Figure 1. Cell sizes after repair.
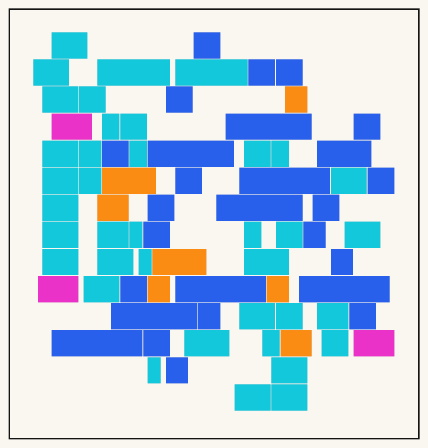
Figure 2. Pin placement.
Scale bar: 10 µm. Pins as bars across the die edge, other pins in grey.
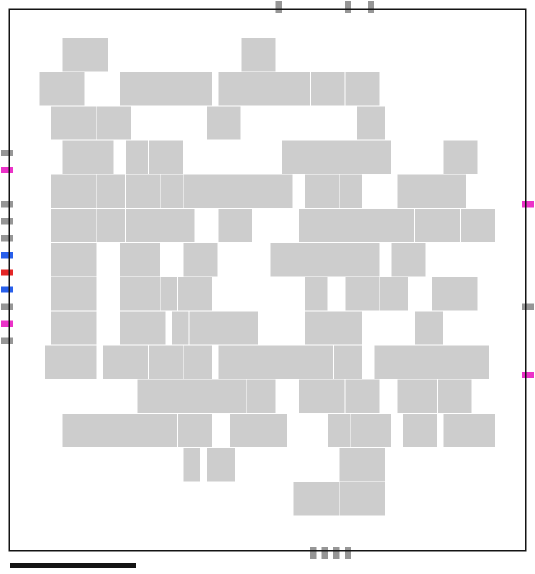
Figure 3. Cell area per tile.
8 x 9 tiles, from white (low) to dark blue (high), 0 to 100% covered.
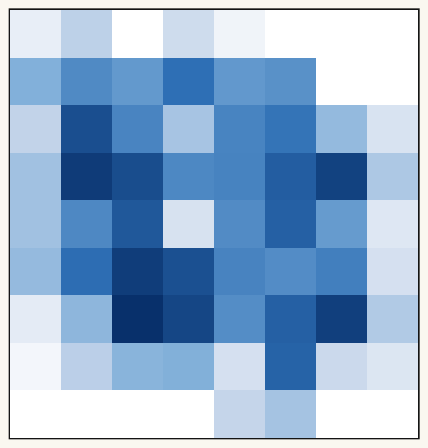
$ cat src/rtl/mod_counter_bank.sv
`default_nettype none
// ============================================================================
// Module   : mod_counter_bank
// Brief    : Bank of CHANNELS modulo-(MAX+1) up/down counters with clear, load
//            and an optional cascade that chains channels into one mixed-radix
//            counter. COUNTER_BANK_ASSERT_EN compiles in embedded properties.
// Revision : 1.0  initial release
// ============================================================================
module mod_counter_bank #(
    parameter int WIDTH    = 2,
    parameter int CHANNELS = 2,
    parameter int MAX      = 2,
    parameter int CASCADE  = 0
) (
    input  logic                      clk,
    input  logic                      reset_,
    input  logic [CHANNELS-1:0]       en,
    input  logic [CHANNELS-1:0]       down,
    input  logic [CHANNELS-1:0]       clr,
    input  logic [CHANNELS-1:0]       load,
    input  logic [CHANNELS*WIDTH-1:0] load_val,
    output logic [CHANNELS*WIDTH-1:0] cnt,
    output logic [CHANNELS-1:0]       wrap,
    output logic                      carry_out
);

    localparam logic [WIDTH-1:0] c_max  = WIDTH'(MAX);
    localparam logic [WIDTH-1:0] c_one  = WIDTH'(1);
    localparam logic [WIDTH-1:0] c_zero = '0;

    generate
        if ((MAX < 1) || (MAX > (1 << WIDTH) - 1)) begin : g_bad_max
            $error("mod_counter_bank: MAX must lie in 1..2**WIDTH-1");
        end
    endgenerate

    logic [CHANNELS*WIDTH-1:0] r_cnt;
    logic [CHANNELS-1:0]       r_wrap;
    logic                      r_carry;

    logic [CHANNELS*WIDTH-1:0] w_next;
    logic [CHANNELS-1:0]       w_tick;
    logic [WIDTH-1:0]          w_cur;
    logic [WIDTH-1:0]          w_lv;
    logic                      w_step;
    logic                      w_chain;

    // Single loop so the cascade ripples through every channel combinationally;
    // w_chain carries the previous channel's tick (forced high for channel 0).
    always_comb begin
        w_next  = r_cnt;
        w_tick  = '0;
        w_cur   = c_zero;
        w_lv    = c_zero;
        w_step  = 1'b0;
        w_chain = 1'b1;
        for (int i = 0; i < CHANNELS; i++) begin
            w_cur = r_cnt[i*WIDTH +: WIDTH];
            w_lv  = load_val[i*WIDTH +: WIDTH];
            if (w_lv > c_max) begin
                w_lv = c_max;
            end
            w_step = en[i] && ((CASCADE == 0) || w_chain);
            if (clr[i]) begin
                w_next[i*WIDTH +: WIDTH] = c_zero;
            end else if (load[i]) begin
                w_next[i*WIDTH +: WIDTH] = w_lv;
            end else if (w_step) begin
                if (down[i]) begin
                    if (w_cur == c_zero) begin
                        w_next[i*WIDTH +: WIDTH] = c_max;
                        w_tick[i]                = 1'b1;
                    end else begin
                        w_next[i*WIDTH +: WIDTH] = w_cur - c_one;
                    end
                end else begin
                    if (w_cur == c_max) begin
                        w_next[i*WIDTH +: WIDTH] = c_zero;
                        w_tick[i]                = 1'b1;
                    end else begin
                        w_next[i*WIDTH +: WIDTH] = w_cur + c_one;
                    end
                end
            end
            w_chain = w_tick[i];
        end
    end

    always_ff @(posedge clk) begin
        if (!reset_) begin
            r_cnt   <= '0;
            r_wrap  <= '0;
            r_carry <= 1'b0;
        end else begin
            r_cnt   <= w_next;
            r_wrap  <= w_tick;
            r_carry <= w_tick[CHANNELS-1];
        end
    end

    assign cnt       = r_cnt;
    assign wrap      = r_wrap;
    assign carry_out = r_carry;

`ifdef COUNTER_BANK_ASSERT_EN
    logic r_past_valid = 1'b0;

    always_ff @(posedge clk) begin
        r_past_valid <= 1'b1;
    end

    generate
        for (genvar gi = 0; gi < CHANNELS; gi++) begin : g_props
            a_range: assert property (@(posedge clk)
                (r_past_valid && $past(reset_)) |-> (cnt[gi*WIDTH +: WIDTH] <= c_max));
            a_wrap_value: assert property (@(posedge clk)
                (r_past_valid && $past(reset_) && wrap[gi]) |->
                (cnt[gi*WIDTH +: WIDTH] == ($past(down[gi]) ? c_max : c_zero)));
            c_wrap_up: cover property (@(posedge clk)
                r_past_valid && $past(reset_) && wrap[gi] && !$past(down[gi]));
            c_wrap_down: cover property (@(posedge clk)
                r_past_valid && $past(reset_) && wrap[gi] && $past(down[gi]));
        end
        if (CASCADE != 0) begin : g_cover_carry
            c_carry: cover property (@(posedge clk)
                r_past_valid && $past(reset_) && carry_out);
        end
    endgenerate

    a_quiet_after_reset: assert property (@(posedge clk)
        (r_past_valid && !$past(reset_)) |-> ((wrap == '0) && !carry_out));
`else
    // Datapath only: no properties compiled in.
`endif

endmodule
`default_nettype wire
$ cat config.mk
export PLATFORM = sky130hd
export DESIGN_NAME = mod_counter_bank
export DESIGN_NICKNAME = d
export VERILOG_FILES = /design/src/rtl/mod_counter_bank.sv
export SDC_FILE = /design/constraint.sdc
export NUM_CORES = 1
export LEC_CHECK = 0
export ABC_CLOCK_PERIOD_IN_PS = 1000
export CORE_AREA = 2 2 39 41
export DETAILED_ROUTE_END_ITERATION = 8
export DIE_AREA = 0 0 41 43
export PLACE_DENSITY = 0.67
export SLEW_MARGIN = 0
export SYNTH_ARGS = -nofsm -noshare
export SYNTH_HDL_FRONTEND = slang
export SYNTH_SLANG_ARGS = --single-unit
$ cat constraint.sdc
create_clock -name clk -period 1 [get_ports clk]
set_input_delay 0.1 -clock clk [delete_from_list [all_inputs] [get_ports clk]]
set_output_delay 0.1 -clock clk [all_outputs]
set_load 0.03 [all_outputs]
==> run summary <==
Results of the implementation run.

The flow ran to the end, but the final reports show violations. The checks that failed: negative setup slack. The tap cell count came out at 16. The routed metal-1 wire length came out at 359 µm. The largest net degree at the start of global routing came out at 7.

The via count of the first global-routing pass came out at 409. The power attributed to sequential cells came out at 0.000252 W. The net load switching power came out at 0.000182 W.

The most common logic cells in the final layout are sky130_fd_sc_hd__clkdlybuf4s50_1 (13), sky130_fd_sc_hd__buf_4 (11), sky130_fd_sc_hd__a21oi_1 (5). The worst slew margin relative to its limit is 85.0%. The capture point of the critical path was reported as cnt[0]. The met3 track demand over resource in global routing came out at 3.14%. The combinational group share of total power came out at 30.1%.

The number of cells on the worst hold path came out at 3. Per the GRT log, the top usage layer is met2. The setup fix buffers added after clock tree synthesis came out at 0. The depth of the CTS H-tree is 1. TritonCTS built the clock tree. STA classifies the critical path startpoint as a flip-flop.

Per the summary, power density relative to cell area is 877 nW/µm². The initial antenna violation count is 0. The setup TNS is -0.114 ns. The leading cell category by total area is multi-input combinational cells. After detailed routing, the met2 layer carries 555 µm of wire.

The critical path's slowest cell is sky130_fd_sc_hd__dfxtp_4. In this run the static leakage power is 0.315 nW. By area the synthesized netlist is led by sky130_fd_sc_hd__dfxtp_1 (29%), sky130_fd_sc_hd__ha_1 (18%), sky130_fd_sc_hd__mux2i_1 (7.3%). The multi-input gate share of the layout cell area is 42.7%. The cell depth of the worst flop-to-flop path came out at 5. The final setup slack of the worst path came out at -0.0619 ns. The routed layout has 420 vias. The total setup violations reported at the end of the flow is 2. The clock group share of total power came out at 33.8%.

The switching share of power came out at 26.1%. The design has 6 sequential cells. The cell area after synthesis is 410 µm². Looking at the cell usage after synthesis, the top flip-flop cell is sky130_fd_sc_hd__dfxtp_1. The hold violation total from the final report is 0. The achievable clock frequency came out at 0.942 GHz. The global route total overflow is 0. The layout report lists the clock-cell share of area as 3.30%.

The number of max-cap violations came out at 0. The DRC marker count from the first detailed-route iteration is 4. The signal on the critical path passes through inv_4 > ha_4 > mux2i_1 > a211o_1 > a21oi_2. The worst hold path terminates at cnt[0].

The share of power burned in registers is 36.1%. In the synthesized netlist the async set-or-reset flop fraction comes to 0%. For this run the detailed placement stage logged an HPWL of 850 µm.

In the layout the tool counted multi-input logic cells amounting to 33. The internal portion of total power came out at 0.000517 W. The ratio of final minimum period to clock period is 106%. The group drawing the most power is sequential cells. The worst setup skew after layout is 0.0116 ns. The total number of placement rows is 14. The overall track demand over capacity in global routing is 13.4%. The total wire length is 973 µm.

The startpoint of the worst-slack reg-to-reg timing path is cnt[1]. The clock reaches the later pin of the worst-skew pair after 0.24 ns. The total clock buffers created by CTS is 3.
## Picture notes: Figure 1
magenta -> _6 and larger  # cells 3, share 4.0%, most used buf_6
orange -> _2 cells  # cells 7, share 9.3%, most used nand2_2
cyan -> _0 and _1 cells  # cells 38, share 51%, most used clkdlybuf4s50_1
blue -> _3 and _4 cells  # cells 27, share 36%, most used buf_4
final instance area: 797 µm²
worst-case setup margin in the final layout: -0.0619 ns
non-clock buffer count: 27
area added between synthesis and finish: 94.2%

## Picture notes: Figure 2
red -> reset_  # pins 1, direction input, edge left
magenta -> cnt  # pins 4, direction output, edge 2 left, 2 right
blue -> clr  # pins 2, direction input, edge left
input/output buffers: 20
chip height: 43 µm

## Picture notes: Figure 3
emptiest ninth of the die = upper right
tiles over 75% full = 21%
nearly empty tiles = 17%
mean over tiles = 44%
starting utilization of the core area: 29.7%
final cell utilization of the core: 57.6%
area inside the core boundary: 1380 µm²

## worst max-delay path, delay by kind of cell (launching register included)
kind | cells | cell delay (ns)
AND-OR/OR-AND | 2 | 0.37
adder cells (fa/ha/maj) | 1 | 0.13
buffers and inverters | 1 | 0.06
flip-flops | 1 | 0.36
multiplexers | 1 | 0.06
## sequential cells by signal (all words and copies together) (netlist names)
register	count
cnt	4
wrap	2
## metrics by stage
stage	hold WS [ns]	instances
3_5_place_dp	0.535	87
2_1_floorplan	0.177	45
3_3_place_gp	0.530	87
5_1_grt	0.461	91
6_report	0.450	91
4_1_cts	0.454	91
## what timing repair did
action	4_1_cts	5_1_grt
cloned	0	0
pin swaps	4	2
gates resized	4	5
endpoints found under the setup margin	6	7
Power and IR drop assume default switching activity.
